--- src/rtl/gate_bist_pkg.sv ---
// Shared types and constants for the gate-model BIST sequencer.
// Holds the FSM state type, the LFSR/MISR feedback tap masks, default
// seeds and the legal settle-time range.
package gate_bist_pkg;

    localparam int unsigned N_IN_DEF   = 20;
    localparam int unsigned N_OUT_DEF  = 10;
    localparam int unsigned CNT_W_DEF  = 16;
    localparam int unsigned SETTLE_DEF = 2;

    // Settle counter is sized for the largest legal hold time
    localparam int unsigned SETTLE_MIN = 1;
    localparam int unsigned SETTLE_MAX = 15;
    localparam int unsigned SETTLE_W   = 4;

    // Feedback tap masks: x^20+x^17+1 (bits 19,16) and x^10+x^7+1 (bits 9,6)
    localparam logic [N_IN_DEF-1:0]  LFSR_TAPS = 20'h9_0000;
    localparam logic [N_OUT_DEF-1:0] MISR_TAPS = 10'h240;

    localparam logic [N_IN_DEF-1:0]  LFSR_SEED_DEF = 20'h0_0001;
    localparam logic [N_OUT_DEF-1:0] MISR_SEED_DEF = 10'h001;

    typedef enum logic [2:0] {
        ST_IDLE,
        ST_LOAD,
        ST_APPLY,
        ST_CAPTURE,
        ST_DONE
    } bist_state_t;

endpackage

--- src/rtl/gate_bist_lfsr.sv ---
// Fibonacci shift register used both as the pattern LFSR and as the MISR.
//   clk, rst_n  : clock, async active-low reset (register clears to 0)
//   load_i      : load seed_i (takes priority over shift_i)
//   seed_i      : seed value; in LFSR mode a zero seed is forced to 1
//   shift_i     : advance one step
//   din_i       : parallel data folded in on each shift (MISR mode only)
//   state_o     : current register value
//   nxt_c       : combinational value the register takes at the next edge
module gate_bist_lfsr #(
    parameter int unsigned      WIDTH     = 20,
    parameter logic [WIDTH-1:0] TAPS      = WIDTH'(1),
    parameter bit               MISR_MODE = 1'b0
) (
    input  logic             clk,
    input  logic             rst_n,
    input  logic             load_i,
    input  logic [WIDTH-1:0] seed_i,
    input  logic             shift_i,
    input  logic [WIDTH-1:0] din_i,
    output logic [WIDTH-1:0] state_o,
    output logic [WIDTH-1:0] nxt_c
);

    logic [WIDTH-1:0] state_q, state_d;
    logic [WIDTH-1:0] seed_m, din_m;
    logic             fb;

    // Next-state: load, shift with feedback (plus data in MISR mode), or hold
    always_comb begin
        fb      = ^(state_q & TAPS);
        din_m   = din_i & {WIDTH{MISR_MODE}};
        seed_m  = seed_i;
        state_d = state_q;
        // An all-zero LFSR would lock up, so never load one
        if (!MISR_MODE && (seed_i == '0)) begin
            seed_m = WIDTH'(1);
        end
        if (load_i) begin
            state_d = seed_m;
        end else if (shift_i) begin
            state_d = {state_q[WIDTH-2:0], fb} ^ din_m;
        end
    end

    always_ff @(posedge clk or negedge rst_n) begin
        if (!rst_n) begin
            state_q <= '0;
        end else begin
            state_q <= state_d;
        end
    end

    assign state_o = state_q;
    assign nxt_c   = state_d;

endmodule

--- src/rtl/gate_bist_ctrl.sv ---
// BIST sequencer for the 20-in / 10-out combinational gate models.
// Applies LFSR patterns, holds each for SETTLE cycles, compacts the model
// outputs into a MISR and compares the final signature to a golden value.
//   clk, rst_n : clock, async active-low reset
//   start      : begin a run (accepted in IDLE or DONE only)
//   abort      : return to IDLE from any state (beats start)
//   pat_count  : number of patterns, latched on start
//   golden_sig : expected signature, latched on start
//   dut_in     : pattern driven to the gate model
//   dut_out    : gate model response
//   busy       : run in progress (LOAD/APPLY/CAPTURE)
//   done       : run finished; pass is valid while high
//   pass       : signature matched golden
//   signature  : current MISR value
//   pat_idx    : index of the pattern being applied
module gate_bist_ctrl
    import gate_bist_pkg::*;
#(
    parameter int unsigned       N_IN      = N_IN_DEF,
    parameter int unsigned       N_OUT     = N_OUT_DEF,
    parameter int unsigned       SETTLE    = SETTLE_DEF,
    parameter int unsigned       CNT_W     = CNT_W_DEF,
    parameter logic [N_IN-1:0]   LFSR_SEED = N_IN'(LFSR_SEED_DEF),
    parameter logic [N_OUT-1:0]  MISR_SEED = N_OUT'(MISR_SEED_DEF)
) (
    input  logic             clk,
    input  logic             rst_n,
    input  logic             start,
    input  logic             abort,
    input  logic [CNT_W-1:0] pat_count,
    input  logic [N_OUT-1:0] golden_sig,
    output logic [N_IN-1:0]  dut_in,
    input  logic [N_OUT-1:0] dut_out,
    output logic             busy,
    output logic             done,
    output logic             pass,
    output logic [N_OUT-1:0] signature,
    output logic [CNT_W-1:0] pat_idx
);

    bist_state_t          state_q, state_d;
    logic [CNT_W-1:0]     cnt_q, cnt_d;
    logic [CNT_W-1:0]     idx_q, idx_d;
    logic [N_OUT-1:0]     gold_q, gold_d;
    logic [SETTLE_W-1:0]  settle_q, settle_d;
    logic [N_IN-1:0]      dut_in_q, dut_in_d;
    logic                 busy_q, busy_d;
    logic                 done_q, done_d;
    logic                 pass_q, pass_d;

    logic                 seq_load, seq_shift;
    logic                 last_pat;
    logic [N_IN-1:0]      lfsr_nxt, lfsr_state_unused;
    logic [N_OUT-1:0]     misr_q, misr_nxt;

    // Pattern generator; its next value is what the model sees on entry to APPLY
    gate_bist_lfsr #(
        .WIDTH     (N_IN),
        .TAPS      (N_IN'(LFSR_TAPS)),
        .MISR_MODE (1'b0)
    ) u_lfsr (
        .clk     (clk),
        .rst_n   (rst_n),
        .load_i  (seq_load),
        .seed_i  (LFSR_SEED),
        .shift_i (seq_shift),
        .din_i   ('0),
        .state_o (lfsr_state_unused),
        .nxt_c   (lfsr_nxt)
    );

    // Response compactor
    gate_bist_lfsr #(
        .WIDTH     (N_OUT),
        .TAPS      (N_OUT'(MISR_TAPS)),
        .MISR_MODE (1'b1)
    ) u_misr (
        .clk     (clk),
        .rst_n   (rst_n),
        .load_i  (seq_load),
        .seed_i  (MISR_SEED),
        .shift_i (seq_shift),
        .din_i   (dut_out),
        .state_o (misr_q),
        .nxt_c   (misr_nxt)
    );

    // Full-width compare; cnt_q is nonzero whenever this is consulted
    assign last_pat = (idx_q == (cnt_q - CNT_W'(1)));

    // Next-state and counter control
    always_comb begin
        state_d   = state_q;
        cnt_d     = cnt_q;
        gold_d    = gold_q;
        idx_d     = idx_q;
        settle_d  = settle_q;
        seq_load  = 1'b0;
        seq_shift = 1'b0;

        unique case (state_q)
            ST_IDLE, ST_DONE: begin
                if (start) begin
                    cnt_d   = pat_count;
                    gold_d  = golden_sig;
                    state_d = ST_LOAD;
                end
            end
            ST_LOAD: begin
                seq_load = 1'b1;
                idx_d    = '0;
                settle_d = '0;
                state_d  = (cnt_q == '0) ? ST_DONE : ST_APPLY;
            end
            ST_APPLY: begin
                if (settle_q == SETTLE_W'(SETTLE - 1)) begin
                    settle_d = '0;
                    state_d  = ST_CAPTURE;
                end else begin
                    settle_d = settle_q + SETTLE_W'(1);
                end
            end
            ST_CAPTURE: begin
                seq_shift = 1'b1;
                if (last_pat) begin
                    state_d = ST_DONE;
                end else begin
                    idx_d   = idx_q + CNT_W'(1);
                    state_d = ST_APPLY;
                end
            end
            default: state_d = ST_IDLE;
        endcase

        // Abort freezes everything (including the MISR) and forces IDLE
        if (abort) begin
            state_d   = ST_IDLE;
            cnt_d     = cnt_q;
            gold_d    = gold_q;
            idx_d     = idx_q;
            settle_d  = settle_q;
            seq_load  = 1'b0;
            seq_shift = 1'b0;
        end
    end

    // Registered outputs decoded from the next state
    always_comb begin
        busy_d   = (state_d == ST_LOAD) || (state_d == ST_APPLY) ||
                   (state_d == ST_CAPTURE);
        done_d   = (state_d == ST_DONE);
        // MISR does not move in DONE, so its next value is the final signature
        pass_d   = done_d && (misr_nxt == gold_q);
        dut_in_d = dut_in_q;
        if (state_d == ST_APPLY) begin
            dut_in_d = lfsr_nxt;
        end
    end

    always_ff @(posedge clk or negedge rst_n) begin
        if (!rst_n) begin
            state_q  <= ST_IDLE;
            cnt_q    <= '0;
            gold_q   <= '0;
            idx_q    <= '0;
            settle_q <= '0;
            dut_in_q <= '0;
            busy_q   <= 1'b0;
            done_q   <= 1'b0;
            pass_q   <= 1'b0;
        end else begin
            state_q  <= state_d;
            cnt_q    <= cnt_d;
            gold_q   <= gold_d;
            idx_q    <= idx_d;
            settle_q <= settle_d;
            dut_in_q <= dut_in_d;
            busy_q   <= busy_d;
            done_q   <= done_d;
            pass_q   <= pass_d;
        end
    end

    assign dut_in    = dut_in_q;
    assign busy      = busy_q;
    assign done      = done_q;
    assign pass      = pass_q;
    assign signature = misr_q;
    assign pat_idx   = idx_q;

endmodule

--- config.mk ---
export PLATFORM = sky130hd
export DESIGN_NAME = gate_bist_ctrl
export DESIGN_NICKNAME = d
export VERILOG_FILES = /design/src/rtl/gate_bist_pkg.sv /design/src/rtl/gate_bist_lfsr.sv /design/src/rtl/gate_bist_ctrl.sv
export SDC_FILE = /design/constraint.sdc
export NUM_CORES = 1
export LEC_CHECK = 0
export CAP_MARGIN = 20
export CORE_MARGIN = 10
export CORE_UTILIZATION = 50
export DETAILED_ROUTE_END_ITERATION = 7
export GPL_ROUTABILITY_DRIVEN = 0
export PLACE_DENSITY = 0.78
export SLEW_MARGIN = 0
export SYNTH_ARGS = -nofsm -noshare
export SYNTH_HDL_FRONTEND = slang
export SYNTH_SLANG_ARGS = --single-unit
--- constraint.sdc ---
create_clock -name clk -period 7.2 [get_ports clk]
set_input_delay 1.8 -clock clk [delete_from_list [all_inputs] [get_ports clk]]
set_output_delay 1.8 -clock clk [all_outputs]
set_load 0.01 [all_outputs]
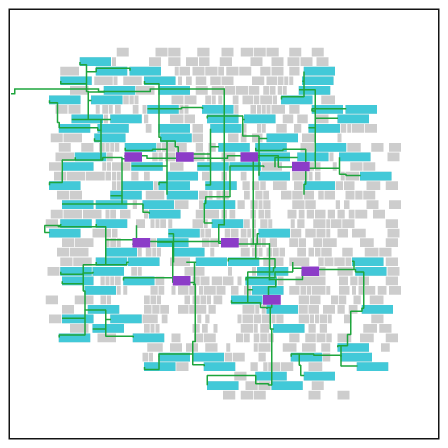
Run 1: clock distribution
[purple] clock drivers | count: 9
[cyan] flip-flops | count: 102
[green] clock wires | length: 1210 µm
routed clock nets: 10
post-route clock skew: 0.0201 ns
insertion delay of the later-clocked pin in the worst-skew pair: 0.38 ns
clock group power: 0.371 mW
clock share of power: 0.261

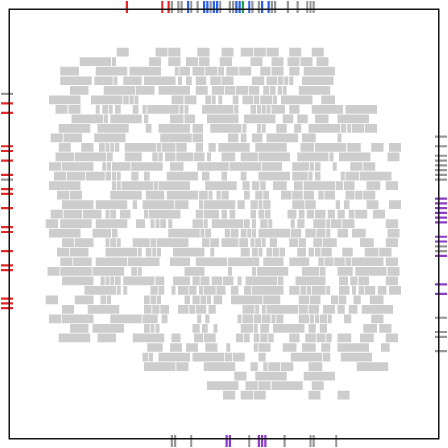
Run 1: pin placement
Pins as bars across the die edge, other pins in gray.
[purple] pat_idx | pins: 16 | direction: output | edge: 11 right, 5 bottom
[green] pass | pins: 1 | direction: output | edge: top
[red] dut_in | pins: 20 | direction: output | edge: 17 left, 3 top
[blue] dut_out | pins: 10 | direction: input | edge: top
all pins by edge: 32 top, 25 right, 19 left, 13 bottom
DIE HEIGHT: 122 µm
die span in x: 122 µm
IO buf count: 88

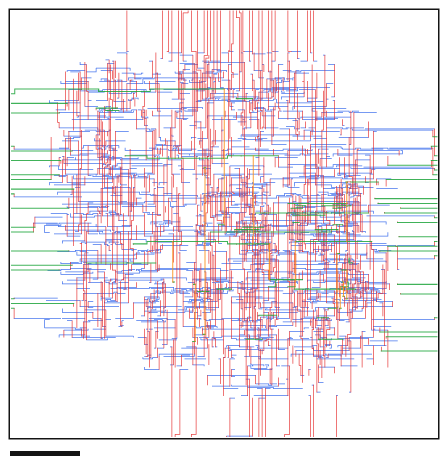
Run 1: routed metal, one color a layer
The bar under the picture is 20 µm long.
[orange] metal 4 | wire length: 214 µm
[blue] metal 1 | wire length: 5420 µm
[red] metal 2 | wire length: 6110 µm
[green] metal 3 | wire length: 839 µm
Tot GR Track Use: 0.171
total wire length: 12600 µm

==> out/notes.md, run 1 <==
The flow ran to the end, and the final reports show no timing, DRC or antenna violations. With the count of cells along the worst hold path at 1, the count of different cell masters after synthesis is 59. With the fraction of the mapped netlist area in simple logic gates at 0.213, the initial antenna violation count is 0.

Detailed-route iteration 0 reported a violation count of 301. The synthesis log from Yosys contains 0 warnings. The run gives 20900 µm as the global-route wire length before repair. Setup violations remaining at the end of the flow were counted as 0.

The area occupied by multi-input gates is 2530 µm². The synthesis stat section lists a flop and latch total of 102. The synthesized netlist occupies a cell area of 5220 µm².

The fraction of the mapped netlist area in compound gates came out at 0.0817. The worst setup path is of the in -> reg kind. The cell with the most instances after synthesis is dfrtp_1. The cell with the biggest individual delay on the critical path was nor3_2. Ranked by total cell area, the synthesized netlist is headed by dfrtp_1 (49%), nand2_1 (6.2%), mux2_4 (5.7%).

The synthesized-area fraction occupied by xor and xnor cells is 0.0621, and the row count is 37. The clock net in this run drives a total of 102 sinks. With the number of vias after detailed routing at 4096, the number of global-route vias before repair is 4235. The worst-case headroom to the max-slew limit was 0.304. The synthesized instance count was 504; the worst slack on hold paths was 0.490 ns. Setup repair after global routing left no endpoint under its margin. The count of cell instances traversed by the critical path is 7. Combinational family with the most area after synthesis: simple AND/OR/NAND/NOR gates. Per the detail_route report, DRC violations left total 0. Number of warnings the tools reported: 27.

The net count of the mapped netlist is 548. The layout has 835 filler cells. The pin closest to its max-slew limit shows a slew of 1.04 ns. The analysis reports a worst IR drop on VDD of 0.000151 V. The iteration tally of the first detailed-router pass is 5. The tools report the startpoint of the tightest hold check path as settle_q[3]. The cell area after layout was 6410 µm². The worst register-to-register path has a setup slack of 3.58 ns.

The capture point of the worst register-to-register path is recorded as pat_idx[9]. The cts-stage hold buffer count was 0. At the placement stage, the worst setup path has a slack of 2.78 ns. The run gives 9 as the number of buffers created by CTS.

The worst setup path is launched from an input pin. Leaving out filler cells and counting taps, the final layout contains 724. The worst reg-to-reg path cell count was 8.

The tool flagged a number of max-cap violations equal to 0. For this run, the script counts the antenna cells in the layout as 0. STA classifies the critical path endpoint as a flop.

The leakage power total was 2.79 nW; the share of synthesized registers carrying an async set or reset was 1.00. The tools report the hold path endpoint as settle_q[3]. With the clock-pin slew of the registers on the worst-case setup and hold paths at 0.10 ns, the placed instance area is 6190 µm².

The net count of the finished layout is 627. The flow reported a cell area power density of 222 nW/µm². The timing report attributes the biggest portion of critical-path delay to simple AND/OR/NAND/NOR gates. The proportion of netlist area held by the largest area contributor is 0.489. The I/O pin total is 89, and the number of failing hold endpoints at the final stage is 0. The area growth from synthesis to layout is 22.7%.

In this design, the stage delay of the slowest critical-path cell is 0.79 ns. Flip-flop and latch area: 2550 µm². The run gives 0 ns for the setup TNS after final layout.

Summed over all instances, the cell type with the most area after synthesis is dfrtp_1. Global routing finished with a remaining overflow of 0. Checking hold timing, the worst path is listed with class reg -> reg. The post-placement cell count is 708. In the synthesized netlist, the cells that appear most often are dfrtp_1 (102), nand2_1 (86), nand3_1 (36). The required time at the worst endpoint is listed as 7.46 ns.

The run gives 3.10 ns as the setup slack of the critical path after layout. Per the post-run analysis, buffers plus inverters along the critical path come to 2. In the synthesized netlist the dominant register cell turns out to be dfrtp_1.

The share of cells above drive strength 1 works out to 0.131. The run gives 0.510 as the initial core utilization. The maximum level of the CTS H-tree was 3; the mean post-synth cell area was 10.4 µm². The run gives 8950 µm as the half-perimeter wire length after detailed placement. The placeable core region was 10200 µm². With the final period utilization at 0.569, the largest fanout on the critical path is 19. CTS placed an instance of clkbuf_8 at the clock tree root. The clock passes through at most 2 buffers.

The mux contribution to synthesized area came out at 0.119. The startpoint identified for the worst register-to-register timing path is cnt_q[3]. Counting flops with a built-in enable in the synthesized netlist gives 0.

The highest clock rate this design can be run at is 0.244 GHz. The run gives 0.489 for the sequential element share of the synthesized area. For the maximum number of pins on one net before global-route repair, the log shows 58. The logs give 504 for the total cells reported by yosys after synthesis and 0 for the post-cts sizing count.

In the layout the commonest cells are dfrtp_1 (102), clkdlybuf4s50_1 (87), nand2_1 (86). TritonCTS built the clock tree. The area fraction in full adders, half adders and majority gates was 0.00958. Signal arrival time at the worst endpoint: 4.36 ns. The most common logic cell in the final layout is dfrtp_1. TritonRoute output was used to compute an average wire per cell of 17.4 µm. The number of setup buffers added after CTS is 0.

For the number of nets with antenna violations after detailed routing, the log shows 0. After floorplanning, the die was sized to cover 14900 µm². The run gives 5.66 for the per-cell via count in the routed design. The critical path goes through clkdlybuf4s50_1 > nor2b_1 > a21oi_1 > or2_2 > nor3_2 > buf_4 > mux2_2. The tools report the Yosys chip area as 5220 µm². The post-route minimum period came out at 4.10 ns.

Counting pins that exceed their max-slew limit in the final report gives 0.
-- run 1: state kept, by name (all words and copies together) (netlist names) --
| name | cells |
|---|---|
| pass | 1 |
| busy | 1 |
| state_q | 3 |
| dut_in | 20 |
| gold_q | 10 |
| settle_q | 4 |
| done | 1 |
| cnt_q | 16 |
| pat_idx | 16 |
| u_misr.state_o | 10 |
| u_lfsr.state_o | 20 |
-- run 1: power by group --
| group | leakage (nW) | internal [mW] | switching (mW) |
|---|---|---|---|
| logic | 1.34 | 0.174 | 0.164 |
| registers | 1.35 | 0.634 | 0.0774 |
| clock network | 0.101 | 0.139 | 0.232 |
| total | 2.79 | 0.947 | 0.473 |
-- run 1: layer usage --
metal | track usage | part of all wire | vias up
li1 | - | - | 1938
met1 | 0.218 | 0.43 | 2008
met2 | 0.280 | 0.49 | 125
met3 | 0.0463 | 0.067 | 25
met4 | 0.0457 | 0.017 | 0
met5 | 0 | 0 | -
-- run 1: how the worst max path moves through the flow --
stage          startpoint  slack, ns         to
3_3_place_gp        start       2.82  gold_q[8]
3_5_place_dp        start       2.78   cnt_q[4]
6_report            start       3.10  gold_q[6]
5_1_grt             start       2.97   cnt_q[2]
2_1_floorplan       start       3.62  gold_q[2]
4_1_cts             start       3.14  gold_q[2]
-- run 1: final cells by class --
type / instances / area share
sequential: 102 / 0.398
multi-input combinational: 372 / 0.396
timing repair buffer: 93 / 0.143
tap: 136 / 0.0266
clock buffer: 9 / 0.0193
clock inverter: 7 / 0.0141
inverter: 5 / 0.00293
-- run 1: per-stage QoR --
step / utilization / total power, mW
finish: 0.626 / 1.42
global route: 0.626 / 1.49
CTS: 0.626 / 1.42
detailed placement: 0.605 / 1.06
global placement: 0.605 / 1.04
floorplan: - / 0.933
Run 1, nets reached from selected ports:
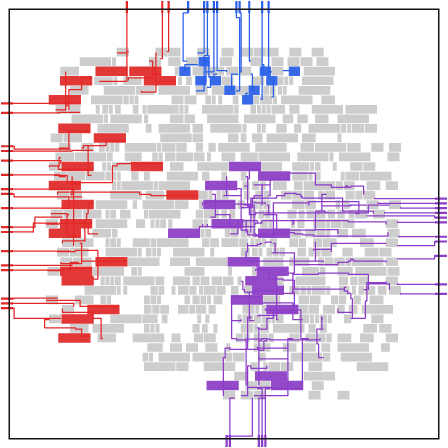

==> run 2: changes to the inputs <==
clock period = 4.2 ns   (was 7.2 ns; I/O delays follow)
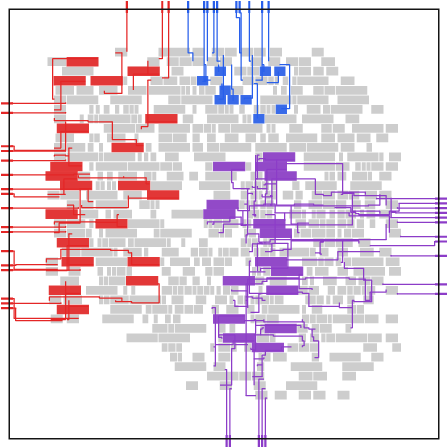
Run 2: nets reached from selected ports
[red] dut_in | direction: output | edge: 17 left, 3 top | end cells: 20 | buffers: 20 | wire: 795 µm
[purple] pat_idx | direction: output | edge: 11 right, 5 bottom | end cells: 16 | buffers: 16 | wire: 1250 µm
[blue] dut_out | direction: input | edge: top | end cells: 10 | buffers: 10 | wire: 251 µm
number of I/O pins: 89

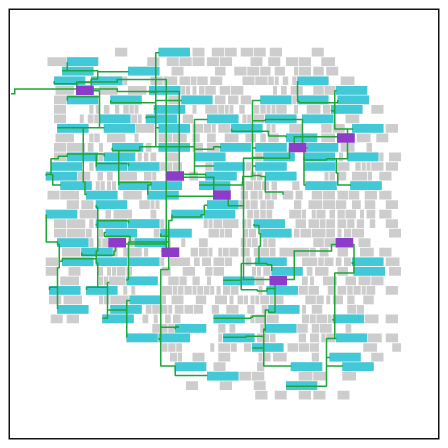
Run 2: clock distribution
[purple] clock drivers | count: 9
[green] clock wires | length: 1220 µm
[cyan] flip-flops | count: 102
routed clock nets: 10
clock share of power: 0.246
clock group power: 0.589 mW
post-route clock skew: 0.0151 ns

==> run 2 against run 1 <==
Compared with the run above:
- non-clock buffer count up 4
- core utilization about the same
- clock skew down 0.0051 ns
- hold slack better by 0.015 ns
- critical path type is now reg -> reg
- critical endpoint is now pat_idx[9]
- largest power group unchanged
==> out/notes.md, run 2 <==
The critical path endpoint has a required time of 4.51 ns. The run gives 504 for the synthesized instance count. Sequential power share: 0.509. The tightest hold path in the finished design has a slack of 0.505 ns.

The capture point of the worst register-to-register path is recorded as pat_idx[9]. On the worst setup and hold paths after CTS, the clock-pin slew comes to 0.10 ns. After synthesis, the largest family of logic cells by area is simple AND/OR/NAND/NOR gates. The count of different cell masters after synthesis was 59; the setup slack of the most critical reg-to-reg path was 0.63 ns. The count of nets left with antenna violations once routing finished came out at 0.

The Yosys chip area was 5220 µm²; the leakage power total was 2.79 nW. Buffers added to address setup during post-CTS repair amount to 0. The initial core utilization is 0.510. The post-route minimum period came out at 3.57 ns. Entering global routing, the biggest net connects 62 pins. The pin closest to its max-slew limit shows a slew of 0.894 ns. For this run, the number of Yosys warnings is 0. For reference, the final report shows the max-slew violation count at 0. The initial antenna violation count is 0, and the total sequential power is 1.22 mW. The run gives 0.245 for the combinational cell fraction of total power. Per STA, the endpoint of the critical path is pat_idx[9]. Warnings raised by the tools during the run amount to 27. For this sky-water flow run, the detailed-routed wirelength per cell is reported as 17.0 µm.

Sequential element share of the synthesized area: 0.489. By instance count, the leading cell after synthesis is dfrtp_1. STA classifies the critical path endpoint as a flop.

For this design, the sink count on the clock tree is 102. The number of gates resized after CTS was 0. Looking at the clock tree report, the H-tree level count equals 3. Per the TritonCTS log, the buffer count is 9.

The vertical extent of the die was 122 µm. With the final antenna diode count at 0, the setup slack of the critical path after layout is 0.627 ns. Logged for this run, the post-placement worst setup slack is 0.707 ns. Per the power-grid run, VDD falls by no more than 0.000298 V.

According to the floorplan report, the total die area is 14900 µm². The commonest register cell after synthesis was dfrtp_1. In this run the mean area of a mapped cell was 10.4 µm². Counting the fill cells in the layout gives 843.

The post-placement cell count came out at 712. The synthesis stat section lists a flop and latch total of 102. The cts-stage hold buffer count was 0. The DRC violation count after routing was 0.

With the mux contribution to synthesized area at 0.119, the max-capacitance violation count is 0. The finished layout holds 727 standard cells, fillers aside. Looking at the clock tree report, the root buffer type is clkbuf_8. The path type of the worst min-delay path is reg -> reg. Setup repair after global routing left no endpoint under its margin. With the switching share of total power at 0.320, the maximum buffer depth of the clock tree is 2. With the final period utilization at 0.851, the post-synthesis instance area is 5220 µm². Per the detail_route report, vias per standard cell equal 5.60. The startpoint of the worst-slack reg-to-reg timing path was cnt_q[3].

For the overall overflow remaining after global route, the log shows 0. The number of flops mapped to enable cells by yosys works out to 0. The number of global-route vias before repair was 4118. For this run the detailed placement stage logged an HPWL of 9030 µm.

The run gives 631 as the net count of the finished layout. Data on the critical path arrives at its endpoint at 3.88 ns. In this run the tool buffered the top-level ports with 88 buffer cells.

The launch point of the critical path was reported as cnt_q[3]. The area growth from synthesis to layout was 22.6%; the fraction of the mapped netlist area in simple logic gates was 0.213. The first detailed-routing pass ran for 4 iterations. The tools report the setup TNS after final layout as 0 ns. The main area contributors are dfrtp_1 (49%), nand2_1 (6.2%), mux2_4 (5.7%). Power of the combinational group: 0.585 mW. In the final report, the number of hold violations comes to 0. The worst-case headroom to the max-slew limit came out at 0.399.

The run gives 25 for the largest fanout on the critical path. Across all layers, the routed design uses 4069 vias. Looking at area per cell type in the netlist, the leader is dfrtp_1. Launching element type of the critical path: a flop. When the netlist entered floorplanning its net count stood at 548. After the first detailed-routing iteration, the DRC count stood at 229. The flow reported a cell area power density of 373 nW/µm². In this build the clock could be raised as far as 0.280 GHz. Ranked by instance count, the synthesized netlist is headed by dfrtp_1 (102), nand2_1 (86), nand3_1 (36). Leaving out fill and tap cells, the most frequent cells in the layout are dfrtp_1 (102), clkdlybuf4s50_1 (87), nand2_1 (86).

The flow ran to the end, and the final reports show no timing, DRC or antenna violations. TritonCTS built the clock tree. The synthesized-area fraction occupied by xor and xnor cells was 0.0621. Net switching power: 0.763 mW.

Fraction of the mapped netlist area in compound gates: 0.0817. The biggest slice of the total power is consumed by registers. The run gives 122 µm for the die width. The tools report the total track usage as 0.165.

The logs give 504 for the total cells reported by yosys after synthesis and 20200 µm for the global-route wire length before repair. Internal power comes to 1.63 mW. The final timing report counts setup violations totalling 0. The run gives 0.135 for the share of cells above drive strength 1.

The core region is 10200 µm². With the proportion of netlist area held by the largest area contributor at 0.489, the row count is 37. With the worst reg-to-reg path cell count at 8, the clock latency on the worst-skew pair is 0.38 ns. The area fraction in full adders, half adders and majority gates works out to 0.00958.

The most frequently placed logic cell in the final layout was dfrtp_1. Total detailed-routing wirelength: 12400 µm. By startpoint and endpoint, the worst setup path is classified as reg -> reg. The run gives 0.626 for the final core area utilization. The share of synthesized registers carrying an async set or reset is 1.00.
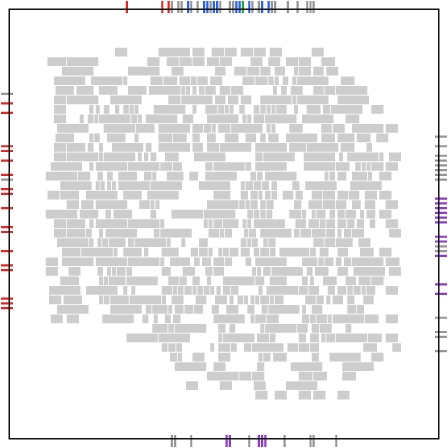
Run 2: pin placement
Pins as bars across the die edge, other pins in gray.
[blue] dut_out | pins: 10 | direction: input | edge: top
[green] pass | pins: 1 | direction: output | edge: top
[red] dut_in | pins: 20 | direction: output | edge: 17 left, 3 top
[purple] pat_idx | pins: 16 | direction: output | edge: 11 right, 5 bottom
all pins by edge: 32 top, 25 right, 19 left, 13 bottom

[run 2: netlist changes by cell type in the layout (fill, tap and decap cells not counted)]
cell,delta
buf_4,+4
clkinvlp_4,+2
clkinv_4,-1
clkbuf_8,+1
inv_8,+1
clkinv_8,-4
[run 2: layer usage]
metal | wire length (µm) | share of wire | track usage
met5 | 0 | 0 | 0
met4 | 162 | 0.013 | 0.0449
met3 | 897 | 0.072 | 0.0546
met2 | 6120 | 0.49 | 0.275
met1 | 5210 | 0.42 | 0.202
[run 2: worst max-delay path, stage by stage, from the launching register on]
cell,delay (ns)
dfrtp_1,0.48
or4_1,0.70
or4_4,0.57
a21oi_2,0.16
o211ai_2,0.11
nor4b_4,0.34
and4_1,0.73
o21ai_0,0.24
a21oi_1,0.18
[run 2: how the worst min path moves through the flow]
stage,depth (start not counted),startpoint,slack (ns),to
5_1_grt,2,u_lfsr.state_o[1],0.53,u_lfsr.state_o[1]
4_1_cts,1,settle_q[3],0.50,settle_q[3]
6_report,1,settle_q[3],0.51,settle_q[3]
3_3_place_gp,1,settle_q[3],0.47,settle_q[3]
2_1_floorplan,1,settle_q[3],0.45,settle_q[3]
3_5_place_dp,2,u_lfsr.state_o[12],0.48,u_lfsr.state_o[12]
[run 2: per-stage QoR]
step | power (mW) | area, µm²
2_1_floorplan | 1.60 | 5220
3_3_place_gp | 1.79 | 6220
3_5_place_dp | 1.82 | 6220
4_1_cts | 2.40 | 6400
5_1_grt | 2.52 | 6400
6_report | 2.39 | 6400
[run 2: cell type report]
cell class / count / area, µm² / area share
clock inverters: 5 / 42.5 / 0.00664
well taps: 136 / 170 / 0.0266
flip-flops and latches: 102 / 2550 / 0.399
clock buffers: 10 / 138 / 0.0215
repair buffers: 97 / 946 / 0.148
inverters: 5 / 18.8 / 0.00293
multi-input cells: 372 / 2530 / 0.396
Run 2, cell placement:
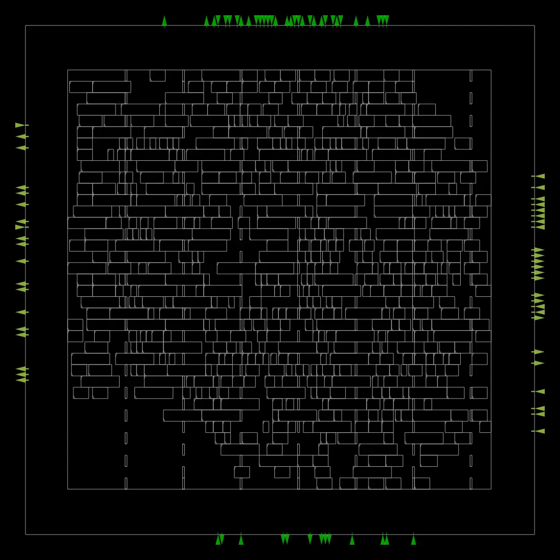

==> run 3: changes to the inputs <==
==> constraint.sdc (replaced) <==
create_clock -name clk -period 4.2 [get_ports clk]
set_input_delay 0.42 -clock clk [delete_from_list [all_inputs] [get_ports clk]]
set_output_delay 0.42 -clock clk [all_outputs]
set_load 0.01 [all_outputs]
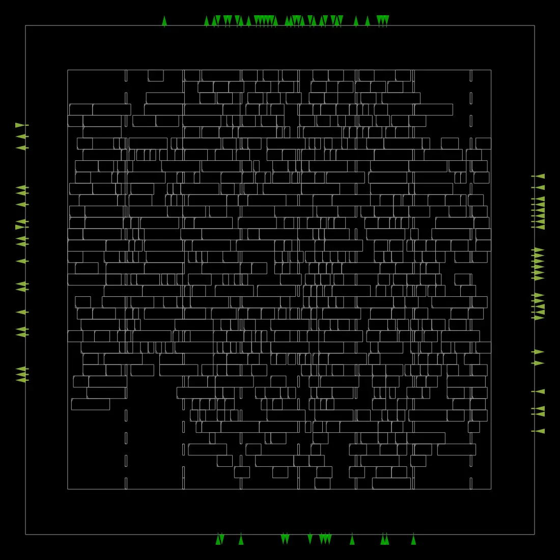
Run 3: cell placement
Tap Cells: 136
post-layout instance count excluding filler cells: 725
register share of the cell area: 0.398
site row count: 37

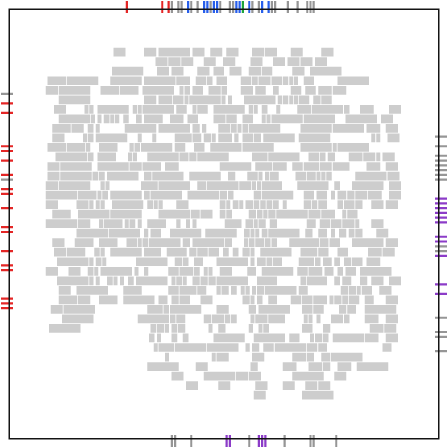
Run 3: pin placement
Pins as bars across the die edge, other pins in gray.
[green] pass | pins: 1 | direction: output | edge: top
[blue] dut_out | pins: 10 | direction: input | edge: top
[red] dut_in | pins: 20 | direction: output | edge: 17 left, 3 top
[purple] pat_idx | pins: 16 | direction: output | edge: 11 right, 5 bottom

==> run 3 against run 2 <==
Compared with the run above:
- area after synthesis unchanged
- total power rose by 2.3%
- setup slack got worse by 0.017 ns
- critical path type unchanged
- largest cell class unchanged
- largest power group unchanged
==> out/notes.md, run 3 <==
The run gives 0.265 for the share of total power in the clock network. The run gives 0.236 for the combinational cell fraction of total power. Startpoint of the worst setup timing path: cnt_q[3]. The routed design shows a via density per instance of 5.68. The critical path is of the reg -> reg type. The synthesis stat section lists a flop and latch total of 102. The switching share of total power is 0.334. In this run, CTS created clock tree buffers numbering 9.

Per the GRT congestion report, total overflow comes to 0. The number of nets handed over by synthesis was 548. At the worst endpoint, the required time is 4.51 ns. TritonCTS built the clock tree. On the critical path the data arrives at 3.90 ns.

Post-CTS repair ended up resizing 0 cells. The DRC violation count after routing came out at 0. Net count of the finished layout: 628.

The number of cells reported by Yosys stat comes to 504. Worst reg-to-reg path cell count: 8. The pre-CTS setup check shows a worst slack of 0.721 ns. Setup repair after global routing left no endpoint under its margin.

Detailed placement finished with a half-perimeter wire length of 8950 µm. The number of warnings the tools reported is 27. Summing every instance area after synthesis gives 5220 µm². The transition time recorded at the tightest slew-check pin is 0.899 ns.

The run gives 0 for the count of buffers added by post-CTS timing repair for setup. The I/O pin total is 89, and the die width is 122 µm. In this run the critical register-to-register path is captured at pat_idx[9].

The number of hold buffers added after CTS was 0. The worst slack on hold paths is 0.141 ns, and the sequential element share of the synthesized area is 0.489. The number of flops mapped to enable cells by yosys is 0. The run finished with clean final reports. For reference, the top cells by count after synthesis are dfrtp_1 (102), nand2_1 (86), nand3_1 (36). Maximum buffer depth of the clock tree: 2. The highest metal layer with signal wires is met4.

The post-route minimum period came out at 3.59 ns. The final period utilization works out to 0.855. Nets still carrying antenna violations after routing amount to 0. The critical path maximum fanout is 25.

In the synthesized netlist, the dominant kind of combinational cell is simple AND/OR/NAND/NOR gates. The run gives 0.610 ns as the setup slack of the critical path after layout. The area fraction in full adders, half adders and majority gates was 0.00958. In the layout the commonest cells are dfrtp_1 (102), clkdlybuf4s50_1 (87), nand2_1 (86). The proportion of netlist area held by the largest area contributor is 0.489, and the maximum number of pins on one net before global-route repair is 73. The commonest register cell after synthesis is dfrtp_1. The cell type with the highest aggregate area in the netlist was dfrtp_1.

The clock-pin slew of the registers on the worst-case setup and hold paths is 0.11 ns. Placed instance area: 6200 µm². Endpoint class of the critical path: a flop. The clock skew came out at 0.0188 ns. The number of placed instances, taps included, is 709. Power comes to 2.44 mW. The fraction of the mapped netlist area in compound gates works out to 0.0817. For the number of global-route vias before repair, the log shows 4202. The routed design uses 6390 µm of met2 wire.

The startpoint of the worst-slack reg-to-reg timing path is cnt_q[3]. In the post-synthesis netlist, the biggest area contributors are dfrtp_1 (49%), nand2_1 (6.2%), mux2_4 (5.7%). The run gives 14900 µm² as the total die area.

With the synthesized instance count at 504, the power per standard cell area is 381 nW/µm². Per the timing report, the achievable frequency comes out to 0.279 GHz. The H-tree was split into 3 levels.

The run gives 0 as the count of synthesis-stage warnings from yosys. In the final timing run, aggregate negative setup slack is 0 ns. The area growth from synthesis to layout is 22.7%, and the max-capacitance violation count is 0. The worst-case headroom to the max-slew limit came out at 0.401. Leaving out fill and tap cells, the most frequent cell in the layout is dfrtp_1. From the final report, the count of setup violators was given as 0.

After routing the design area is 6410 µm². The synthesized-area fraction occupied by xor and xnor cells works out to 0.0621. Clock tree synthesis selected as its root buffer the cell clkbuf_8.

The path type of the worst min-delay path is in -> async. In this run the worst setup path terminates at pat_idx[9]. The run gives 59 as the count of different cell masters after synthesis. Cell with the most instances after synthesis: dfrtp_1. With the global-route wire length before repair at 21000 µm, the vertical extent of the die is 122 µm. The final antenna diode count is 0.

Share of synthesized registers carrying an async set or reset: 1.00. The starting DRC count in detailed routing is 342, and the sequential power share is 0.500. The fraction of the mapped netlist area in simple logic gates was 0.213. The mean post-synth cell area came out at 10.4 µm². The run gives 0.61 ns as the setup slack of the most critical reg-to-reg path.

The worst setup path is launched from a flop. Yosys reports a chip area of 5220 µm². Input and output buffers added on the ports amount to 88. Net switching power: 0.815 mW.
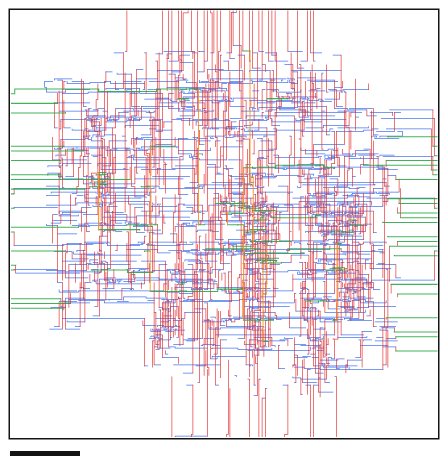
Run 3: routed metal, one color a layer
The bar under the picture is 20 µm long.
[blue] metal 1 | wire length: 5240 µm
[orange] metal 4 | wire length: 256 µm
[green] metal 3 | wire length: 858 µm
[red] metal 2 | wire length: 6390 µm
total wire length: 12700 µm
detailed-route wire length per cell: 17.6 µm
Tot GR Track Use: 0.173
count of vias placed by the detailed router: 4115

==> run 3: netlist changes by cell type in the layout (fill, tap and decap cells not counted) <==
cell	previous run	this run
clkinv_8	0	3
clkinvlp_4	3	0
inv_6	1	2
clkbuf_8	10	9
buf_4	10	7
clkinv_4	0	1
==> run 3: critical path, cell delays in order, from the launching register on <==
cell      delay, ns
dfrtp_1        0.49
or4_1          0.69
or4_4          0.56
a21oi_2        0.16
o211ai_2       0.10
nor4b_4        0.34
and4_1         0.72
o21ai_0        0.26
a21oi_1        0.19
==> run 3: layer usage <==
layer	GRT usage	vias up
met1	0.207	2014
met3	0.0500	27
met2	0.291	133
met4	0.0596	0
met5	0	-
li1	-	1941
==> run 3: how the worst min path moves through the flow <==
stage | to | slack, ns | startpoint
after CTS | cnt_q[10] | 0.18 | rst_n
after detailed placement | u_lfsr.state_o[15] | 0.48 | u_lfsr.state_o[15]
after floorplan | busy | 0.12 | rst_n
final | cnt_q[10] | 0.14 | rst_n
after global routing | cnt_q[5] | 0.22 | rst_n
after global placement | settle_q[3] | 0.47 | settle_q[3]
==> run 3: final cells by class <==
type / instances / area, µm²
Fill cell: 843 / 3820
Clock buffer: 9 / 124
Tap cell: 136 / 170
Inverter: 5 / 18.8
Timing Repair Buffer: 94 / 923
Sequential cell: 102 / 2550
Clock inverter: 7 / 86.3
Multi-Input combinational cell: 372 / 2530
==> run 3: power by group through the flow <==
stage / Sequential, mW / Clock (mW) / Combinational (mW)
floorplan: 1.21 / 0 / 0.392
global placement: 1.23 / 0 / 0.561
detailed placement: 1.24 / 0 / 0.577
CTS: 1.22 / 0.653 / 0.581
global route: 1.24 / 0.698 / 0.639
finish: 1.22 / 0.646 / 0.576
No activity file was given, so power comes from the tool's default toggle rates.
